--- src/rtl/mix_pkg.sv ---
// Shared constants, FSM state type and saturation helper for the frame mixer.
package mix_pkg;

    localparam int unsigned DATA_BITS      = 24;
    localparam int unsigned GAIN_FRAC_BITS = 14;
    localparam logic [15:0] GAIN_RESET     = 16'h2000;

    localparam logic signed [DATA_BITS-1:0] SAT_MAX = {1'b0, {(DATA_BITS-1){1'b1}}};
    localparam logic signed [DATA_BITS-1:0] SAT_MIN = {1'b1, {(DATA_BITS-1){1'b0}}};

    typedef enum logic [1:0] {StIdle, StMacL, StMacR, StOut} state_e;

    typedef struct packed {
        logic               clip;
        logic signed [63:0] val;
    } sat_t;

    // Clamp a wide signed value into a signed field of `bits` width.
    function automatic sat_t saturate(input logic signed [63:0] val, input int unsigned bits);
        logic signed [63:0] hi;
        logic signed [63:0] lo;
        sat_t               res;
        hi       = (64'sd1 <<< (bits - 1)) - 64'sd1;
        lo       = -(64'sd1 <<< (bits - 1));
        res.clip = 1'b1;
        if (val > hi) begin
            res.val = hi;
        end else if (val < lo) begin
            res.val = lo;
        end else begin
            res.val  = val;
            res.clip = 1'b0;
        end
        return res;
    endfunction

endpackage

--- src/rtl/mix_scheduler_if.sv ---
// Sample capture, control and mixed-output signals between the I2S receivers and the mixer.
interface mix_scheduler_if #(
    parameter int unsigned NUM_DEV   = 2,
    parameter int unsigned DATA_BITS = 24,
    parameter int unsigned GAIN_BITS = 16
);
    logic [NUM_DEV-1:0]           in_valid;
    logic [NUM_DEV-1:0]           in_left_rightn;
    logic [NUM_DEV*DATA_BITS-1:0] in_data;
    logic                         frame_start;
    logic                         gain_wr_en;
    logic [2:0]                   gain_wr_addr;
    logic [GAIN_BITS-1:0]         gain_wr_data;
    logic [NUM_DEV-1:0]           mute;
    logic                         overrun_clr;
    logic [DATA_BITS-1:0]         mix_l;
    logic [DATA_BITS-1:0]         mix_r;
    logic                         mix_valid;
    logic                         busy;
    logic                         clip_l;
    logic                         clip_r;
    logic                         overrun;

    modport master (
        output in_valid, in_left_rightn, in_data, frame_start, gain_wr_en, gain_wr_addr,
               gain_wr_data, mute, overrun_clr,
        input  mix_l, mix_r, mix_valid, busy, clip_l, clip_r, overrun
    );

    modport slave (
        input  in_valid, in_left_rightn, in_data, frame_start, gain_wr_en, gain_wr_addr,
               gain_wr_data, mute, overrun_clr,
        output mix_l, mix_r, mix_valid, busy, clip_l, clip_r, overrun
    );

endinterface

--- src/rtl/mix_mac.sv ---
// Registered signed multiply-accumulate with Q2.14 gain, plus shift/saturate of the running sum.
module mix_mac #(
    parameter int unsigned NUM_DEV   = 2,
    parameter int unsigned DATA_BITS = mix_pkg::DATA_BITS,
    parameter int unsigned GAIN_BITS = 16
) (
    input  logic                 clk_i,
    input  logic                 rst_ni,
    input  logic                 clr_i,
    input  logic                 en_i,
    input  logic                 mute_i,
    input  logic [DATA_BITS-1:0] sample_i,
    input  logic [GAIN_BITS-1:0] gain_i,
    output logic [DATA_BITS-1:0] result_o,
    output logic                 clip_o
);
    import mix_pkg::*;

    localparam int unsigned ProdW = DATA_BITS + GAIN_BITS + 1;
    localparam int unsigned AccW  = ProdW + $clog2(NUM_DEV);

    logic signed [ProdW-1:0] prod;
    logic signed [AccW-1:0]  acc_d, acc_q;
    logic signed [63:0]      acc_shr;
    sat_t                    sat;
    logic                    unused_sat_hi;

    always_comb begin
        prod = mute_i ? '0 :
               ProdW'($signed(sample_i)) * ProdW'($signed({1'b0, gain_i}));
        // Clear and accumulate in the same cycle so channel changeover costs no extra cycle.
        acc_d = clr_i ? '0 : acc_q;
        if (en_i) begin
            acc_d = acc_d + AccW'(prod);
        end
        acc_shr       = 64'(acc_q) >>> GAIN_FRAC_BITS;
        sat           = saturate(acc_shr, DATA_BITS);
        result_o      = sat.val[DATA_BITS-1:0];
        clip_o        = sat.clip;
        unused_sat_hi = ^sat.val[63:DATA_BITS];
    end

    always_ff @(posedge clk_i or negedge rst_ni) begin
        if (!rst_ni) begin
            acc_q <= '0;
        end else begin
            acc_q <= acc_d;
        end
    end

endmodule

--- src/rtl/mix_scheduler.sv ---
// Frame mixer: captures per-device samples, snapshots on frame_start and steps one MAC over
// all devices (left then right) to produce a saturated gain-weighted stereo sample.
module mix_scheduler #(
    parameter int unsigned NUM_DEV   = 2,
    parameter int unsigned DATA_BITS = mix_pkg::DATA_BITS,
    parameter int unsigned GAIN_BITS = 16
) (
    input logic           clk,
    input logic           rstn,
    mix_scheduler_if.slave bus
);
    import mix_pkg::*;

    localparam int unsigned IdxW = (NUM_DEV > 1) ? $clog2(NUM_DEV) : 1;

    logic [DATA_BITS-1:0] l_cap_d[NUM_DEV], l_cap_q[NUM_DEV];
    logic [DATA_BITS-1:0] r_cap_d[NUM_DEV], r_cap_q[NUM_DEV];
    logic [DATA_BITS-1:0] l_work_d[NUM_DEV], l_work_q[NUM_DEV];
    logic [DATA_BITS-1:0] r_work_d[NUM_DEV], r_work_q[NUM_DEV];
    logic [GAIN_BITS-1:0] gain_d[NUM_DEV], gain_q[NUM_DEV];
    logic [GAIN_BITS-1:0] gain_work_d[NUM_DEV], gain_work_q[NUM_DEV];
    logic [NUM_DEV-1:0]   mute_work_d, mute_work_q;
    state_e               state_d, state_q;
    logic [IdxW-1:0]      idx_d, idx_q;
    logic [DATA_BITS-1:0] l_res_d, l_res_q, mix_l_d, mix_l_q, mix_r_d, mix_r_q;
    logic                 l_clip_d, l_clip_q, clip_l_d, clip_l_q, clip_r_d, clip_r_q;
    logic                 mix_valid_d, mix_valid_q, overrun_d, overrun_q;
    logic                 mac_clr, mac_en, mac_mute, mac_clip, last_dev;
    logic [DATA_BITS-1:0] mac_sample, mac_result;
    logic [GAIN_BITS-1:0] mac_gain;

    mix_mac #(
        .NUM_DEV  (NUM_DEV),
        .DATA_BITS(DATA_BITS),
        .GAIN_BITS(GAIN_BITS)
    ) u_mac (
        .clk_i   (clk),
        .rst_ni  (rstn),
        .clr_i   (mac_clr),
        .en_i    (mac_en),
        .mute_i  (mac_mute),
        .sample_i(mac_sample),
        .gain_i  (mac_gain),
        .result_o(mac_result),
        .clip_o  (mac_clip)
    );

    always_comb begin
        l_cap_d     = l_cap_q;
        r_cap_d     = r_cap_q;
        l_work_d    = l_work_q;
        r_work_d    = r_work_q;
        gain_d      = gain_q;
        gain_work_d = gain_work_q;
        mute_work_d = mute_work_q;
        state_d     = state_q;
        idx_d       = idx_q;
        l_res_d     = l_res_q;
        l_clip_d    = l_clip_q;
        mix_l_d     = mix_l_q;
        mix_r_d     = mix_r_q;
        clip_l_d    = clip_l_q;
        clip_r_d    = clip_r_q;
        mix_valid_d = 1'b0;
        overrun_d   = overrun_q;
        mac_clr     = 1'b0;
        mac_en      = 1'b0;
        last_dev    = (idx_q == IdxW'(NUM_DEV - 1));
        mac_sample  = (state_q == StMacR) ? r_work_q[idx_q] : l_work_q[idx_q];
        mac_gain    = gain_work_q[idx_q];
        mac_mute    = mute_work_q[idx_q];

        for (int i = 0; i < NUM_DEV; i++) begin
            if (bus.in_valid[i]) begin
                if (bus.in_left_rightn[i]) begin
                    l_cap_d[i] = bus.in_data[i*DATA_BITS +: DATA_BITS];
                end else begin
                    r_cap_d[i] = bus.in_data[i*DATA_BITS +: DATA_BITS];
                end
            end
        end
        if (bus.gain_wr_en && (32'(bus.gain_wr_addr) < NUM_DEV)) begin
            gain_d[bus.gain_wr_addr[IdxW-1:0]] = bus.gain_wr_data;
        end
        // Set has priority over clear when both happen in one cycle.
        if (bus.frame_start && (state_q != StIdle)) begin
            overrun_d = 1'b1;
        end else if (bus.overrun_clr) begin
            overrun_d = 1'b0;
        end

        unique case (state_q)
            StIdle: begin
                if (bus.frame_start) begin
                    l_work_d    = l_cap_q;
                    r_work_d    = r_cap_q;
                    gain_work_d = gain_q;
                    mute_work_d = bus.mute;
                    mac_clr     = 1'b1;
                    idx_d       = '0;
                    state_d     = StMacL;
                end
            end
            StMacL: begin
                mac_en = 1'b1;
                idx_d  = last_dev ? '0 : idx_q + 1'b1;
                if (last_dev) begin
                    state_d = StMacR;
                end
            end
            StMacR: begin
                mac_en = 1'b1;
                // Accumulator still holds the finished left sum on the first right-channel step.
                if (idx_q == '0) begin
                    mac_clr  = 1'b1;
                    l_res_d  = mac_result;
                    l_clip_d = mac_clip;
                end
                idx_d = last_dev ? '0 : idx_q + 1'b1;
                if (last_dev) begin
                    state_d = StOut;
                end
            end
            StOut: begin
                mix_l_d     = l_res_q;
                clip_l_d    = l_clip_q;
                mix_r_d     = mac_result;
                clip_r_d    = mac_clip;
                mix_valid_d = 1'b1;
                state_d     = StIdle;
            end
            default: state_d = StIdle;
        endcase
    end

    always_ff @(posedge clk or negedge rstn) begin
        if (!rstn) begin
            for (int i = 0; i < NUM_DEV; i++) begin
                l_cap_q[i]     <= '0;
                r_cap_q[i]     <= '0;
                l_work_q[i]    <= '0;
                r_work_q[i]    <= '0;
                gain_q[i]      <= GAIN_BITS'(GAIN_RESET);
                gain_work_q[i] <= '0;
            end
            mute_work_q <= '0;
            state_q     <= StIdle;
            idx_q       <= '0;
            l_res_q     <= '0;
            l_clip_q    <= 1'b0;
            mix_l_q     <= '0;
            mix_r_q     <= '0;
            clip_l_q    <= 1'b0;
            clip_r_q    <= 1'b0;
            mix_valid_q <= 1'b0;
            overrun_q   <= 1'b0;
        end else begin
            l_cap_q     <= l_cap_d;
            r_cap_q     <= r_cap_d;
            l_work_q    <= l_work_d;
            r_work_q    <= r_work_d;
            gain_q      <= gain_d;
            gain_work_q <= gain_work_d;
            mute_work_q <= mute_work_d;
            state_q     <= state_d;
            idx_q       <= idx_d;
            l_res_q     <= l_res_d;
            l_clip_q    <= l_clip_d;
            mix_l_q     <= mix_l_d;
            mix_r_q     <= mix_r_d;
            clip_l_q    <= clip_l_d;
            clip_r_q    <= clip_r_d;
            mix_valid_q <= mix_valid_d;
            overrun_q   <= overrun_d;
        end
    end

    assign bus.mix_l     = mix_l_q;
    assign bus.mix_r     = mix_r_q;
    assign bus.clip_l    = clip_l_q;
    assign bus.clip_r    = clip_r_q;
    assign bus.mix_valid = mix_valid_q;
    assign bus.overrun   = overrun_q;
    assign bus.busy      = (state_q != StIdle);

endmodule

--- src/flat_wrapper.sv ---
// flat-port wrapper written by rule: the top's interface ports become plain ports
module mix_scheduler_flat import mix_pkg::*;
#(
    parameter int unsigned NUM_DEV   = 2,
    parameter int unsigned DATA_BITS = mix_pkg::DATA_BITS,
    parameter int unsigned GAIN_BITS = 16
)
  (clk, rstn, bus_in_valid, bus_in_left_rightn, bus_in_data, bus_frame_start, bus_gain_wr_en, bus_gain_wr_addr, bus_gain_wr_data, bus_mute, bus_overrun_clr, bus_mix_l, bus_mix_r, bus_mix_valid, bus_busy, bus_clip_l, bus_clip_r, bus_overrun);
  mix_scheduler_if #(.NUM_DEV(NUM_DEV), .DATA_BITS(DATA_BITS), .GAIN_BITS(GAIN_BITS)) bus_i ();
  input logic clk;
  input logic rstn;
  input wire logic [$bits(bus_i.in_valid)-1:0] bus_in_valid;
  input wire logic [$bits(bus_i.in_left_rightn)-1:0] bus_in_left_rightn;
  input wire logic [$bits(bus_i.in_data)-1:0] bus_in_data;
  input wire logic [$bits(bus_i.frame_start)-1:0] bus_frame_start;
  input wire logic [$bits(bus_i.gain_wr_en)-1:0] bus_gain_wr_en;
  input wire logic [$bits(bus_i.gain_wr_addr)-1:0] bus_gain_wr_addr;
  input wire logic [$bits(bus_i.gain_wr_data)-1:0] bus_gain_wr_data;
  input wire logic [$bits(bus_i.mute)-1:0] bus_mute;
  input wire logic [$bits(bus_i.overrun_clr)-1:0] bus_overrun_clr;
  output wire logic [$bits(bus_i.mix_l)-1:0] bus_mix_l;
  output wire logic [$bits(bus_i.mix_r)-1:0] bus_mix_r;
  output wire logic [$bits(bus_i.mix_valid)-1:0] bus_mix_valid;
  output wire logic [$bits(bus_i.busy)-1:0] bus_busy;
  output wire logic [$bits(bus_i.clip_l)-1:0] bus_clip_l;
  output wire logic [$bits(bus_i.clip_r)-1:0] bus_clip_r;
  output wire logic [$bits(bus_i.overrun)-1:0] bus_overrun;
  assign bus_i.in_valid = bus_in_valid;
  assign bus_i.in_left_rightn = bus_in_left_rightn;
  assign bus_i.in_data = bus_in_data;
  assign bus_i.frame_start = bus_frame_start;
  assign bus_i.gain_wr_en = bus_gain_wr_en;
  assign bus_i.gain_wr_addr = bus_gain_wr_addr;
  assign bus_i.gain_wr_data = bus_gain_wr_data;
  assign bus_i.mute = bus_mute;
  assign bus_i.overrun_clr = bus_overrun_clr;
  assign bus_mix_l = bus_i.mix_l;
  assign bus_mix_r = bus_i.mix_r;
  assign bus_mix_valid = bus_i.mix_valid;
  assign bus_busy = bus_i.busy;
  assign bus_clip_l = bus_i.clip_l;
  assign bus_clip_r = bus_i.clip_r;
  assign bus_overrun = bus_i.overrun;
  mix_scheduler #(.NUM_DEV(NUM_DEV), .DATA_BITS(DATA_BITS), .GAIN_BITS(GAIN_BITS)) u_core (.clk(clk), .rstn(rstn), .bus(bus_i));
endmodule
--- config.mk ---
export PLATFORM = sky130hd
export DESIGN_NAME = mix_scheduler_flat
export DESIGN_NICKNAME = d
export VERILOG_FILES = /design/src/rtl/mix_pkg.sv /design/src/rtl/mix_scheduler_if.sv /design/src/rtl/mix_mac.sv /design/src/rtl/mix_scheduler.sv /design/src/flat_wrapper.sv
export SDC_FILE = /design/constraint.sdc
export NUM_CORES = 2
export LEC_CHECK = 0
export CAP_MARGIN = 10
export CORE_ASPECT_RATIO = 0.8
export CORE_MARGIN = 5
export CORE_UTILIZATION = 56
export DETAILED_ROUTE_END_ITERATION = 16
export PLACE_DENSITY = 0.74
export SYNTH_ARGS = -nofsm -noshare
export SYNTH_HDL_FRONTEND = slang
export SYNTH_SLANG_ARGS = --single-unit
--- constraint.sdc ---
create_clock -name clk -period 27.4 [get_ports clk]
set_input_delay 4.11 -clock clk [delete_from_list [all_inputs] [get_ports clk]]
set_output_delay 4.11 -clock clk [all_outputs]
set_load 0.02 [all_outputs]
### Sequential cells colored by netlist name

Bar = 100 µm. Other sequential cells in the stronger gray, the rest of the logic in the fainter gray.
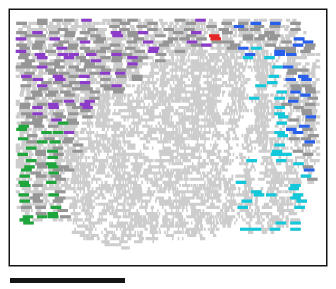
color	signal	placed flops
purple	u_core.r_work_q	48
blue	u_core.l_res_q	24
red	u_core.mute_work_q	2
cyan	u_core.u_mac.acc_q	42
green	u_core.gain_q	32
not colored	232

### Routing congestion

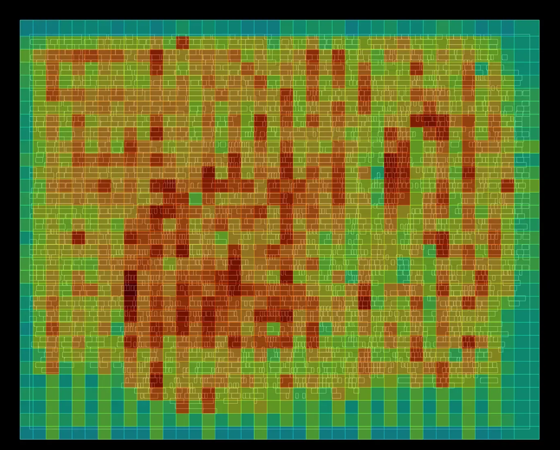
most used routing layer: met2
routing usage on met2: 0.406
met3 usage: 0.0551

==> CHANGELOG.md <==
### Physical design

* Status: completed
* Reg2reg setup slack at approximately 17000 ps
* Tot GR Track Use at 0.262
* Clk_skew at ~44 ps
* PostCTS Resize Cnt at 0
* Via density at between 5 and 6
* Max-slew headroom at 0.201
* Flops at approximately 380
* CTS Buf Count at 38
* Ys cells at roughly 3000
* Iter 0 DRT Violations at 1633
* Top non-seq family: adder cells
* Antenna diodes at 2
* WL/cell at a little over 20 µm
* Wirelength, routed at 78.0 mm
* Mapped Avg Cell Area at around 10 µm²
* CTS root buffer: clkbuf_16
* CTS Hold Buffers Added at 0
* Syn Std Cell Area at between 0.03 and 0.04 mm²
* PortBufs at approximately 130
* Worst slack at placement at approximately 17000 ps
* Unique cell types at ~70
* Final worst slack at 16590 ps
* Most frequent cell after synthesis: inv_1
* Final cycle utilization of the critical path at 0.394
* Most frequent cells in the layout: inv_1, fa_1, dfrtp_1
* Syn_nets at between 3000 and 4000
* # rows at ~77
* Inst Count DP at roughly 3800
* DRC viols at 0
* Asr flop ratio synth at 1.00
* Clock buffer count at 52
* WHS Path Cells at 2
* Die H at between 200 and 250 µm
* Mux share at 0.145
* Layout Utilization at 0.628
* Initial Utilization at 0.568
* Num Clock Sinks at ~380
* Fin Setup TNS at 0 ps
* Pre-antenna DRT Iters at 5
* Buf/Inv on CP at 5
* Final ANT Viol Nets at 0
* Fillers at between 4000 and 5000
* Largest net degree at the start of global routing at between 90 and 100
* Final Critical Period at 10810 ps
* Met3 Wirelength at slightly above 6 mm
* Hold Path End: u_core.l_clip_q
* Cell count after synthesis at 3009
* Die Area at about 0.061 mm²
* WS Path Type: flip-flop to flip-flop
* Xor/xnor share of the synthesized area at 0.0191
* Worst slew pin tran at 1200 ps
* RSZ-0062 raised after global routing: no
* Met1 Usage GRT at 0.380
* Dominant Register Cell: dfrtp_1
* Worst-case clock buffer depth at 3
* Overflow after GRT at 0
[worst register-to-register path, delay by kind of cell (launching register included)]
family	cells	cell delay (ps)
XOR/XNOR	2	310
buffers and inverters	5	1010
adder cells (fa/ha/maj)	8	3910
flip-flops	1	650
AND/OR/NAND/NOR	6	730
multiplexers	2	1150
AND-OR/OR-AND	10	2910
[how the worst max path moves through the flow]
stage | cells past startpoint | startpoint | endpoint
finish | 33 | u_core.idx_q | u_core.u_mac.acc_q[39]
global route | 33 | u_core.idx_q | u_core.u_mac.acc_q[41]
CTS | 33 | u_core.idx_q | u_core.u_mac.acc_q[39]
detailed placement | 33 | u_core.idx_q | u_core.u_mac.acc_q[39]
global placement | 35 | u_core.idx_q | u_core.u_mac.acc_q[39]
floorplan | 34 | u_core.idx_q | u_core.u_mac.acc_q[37]
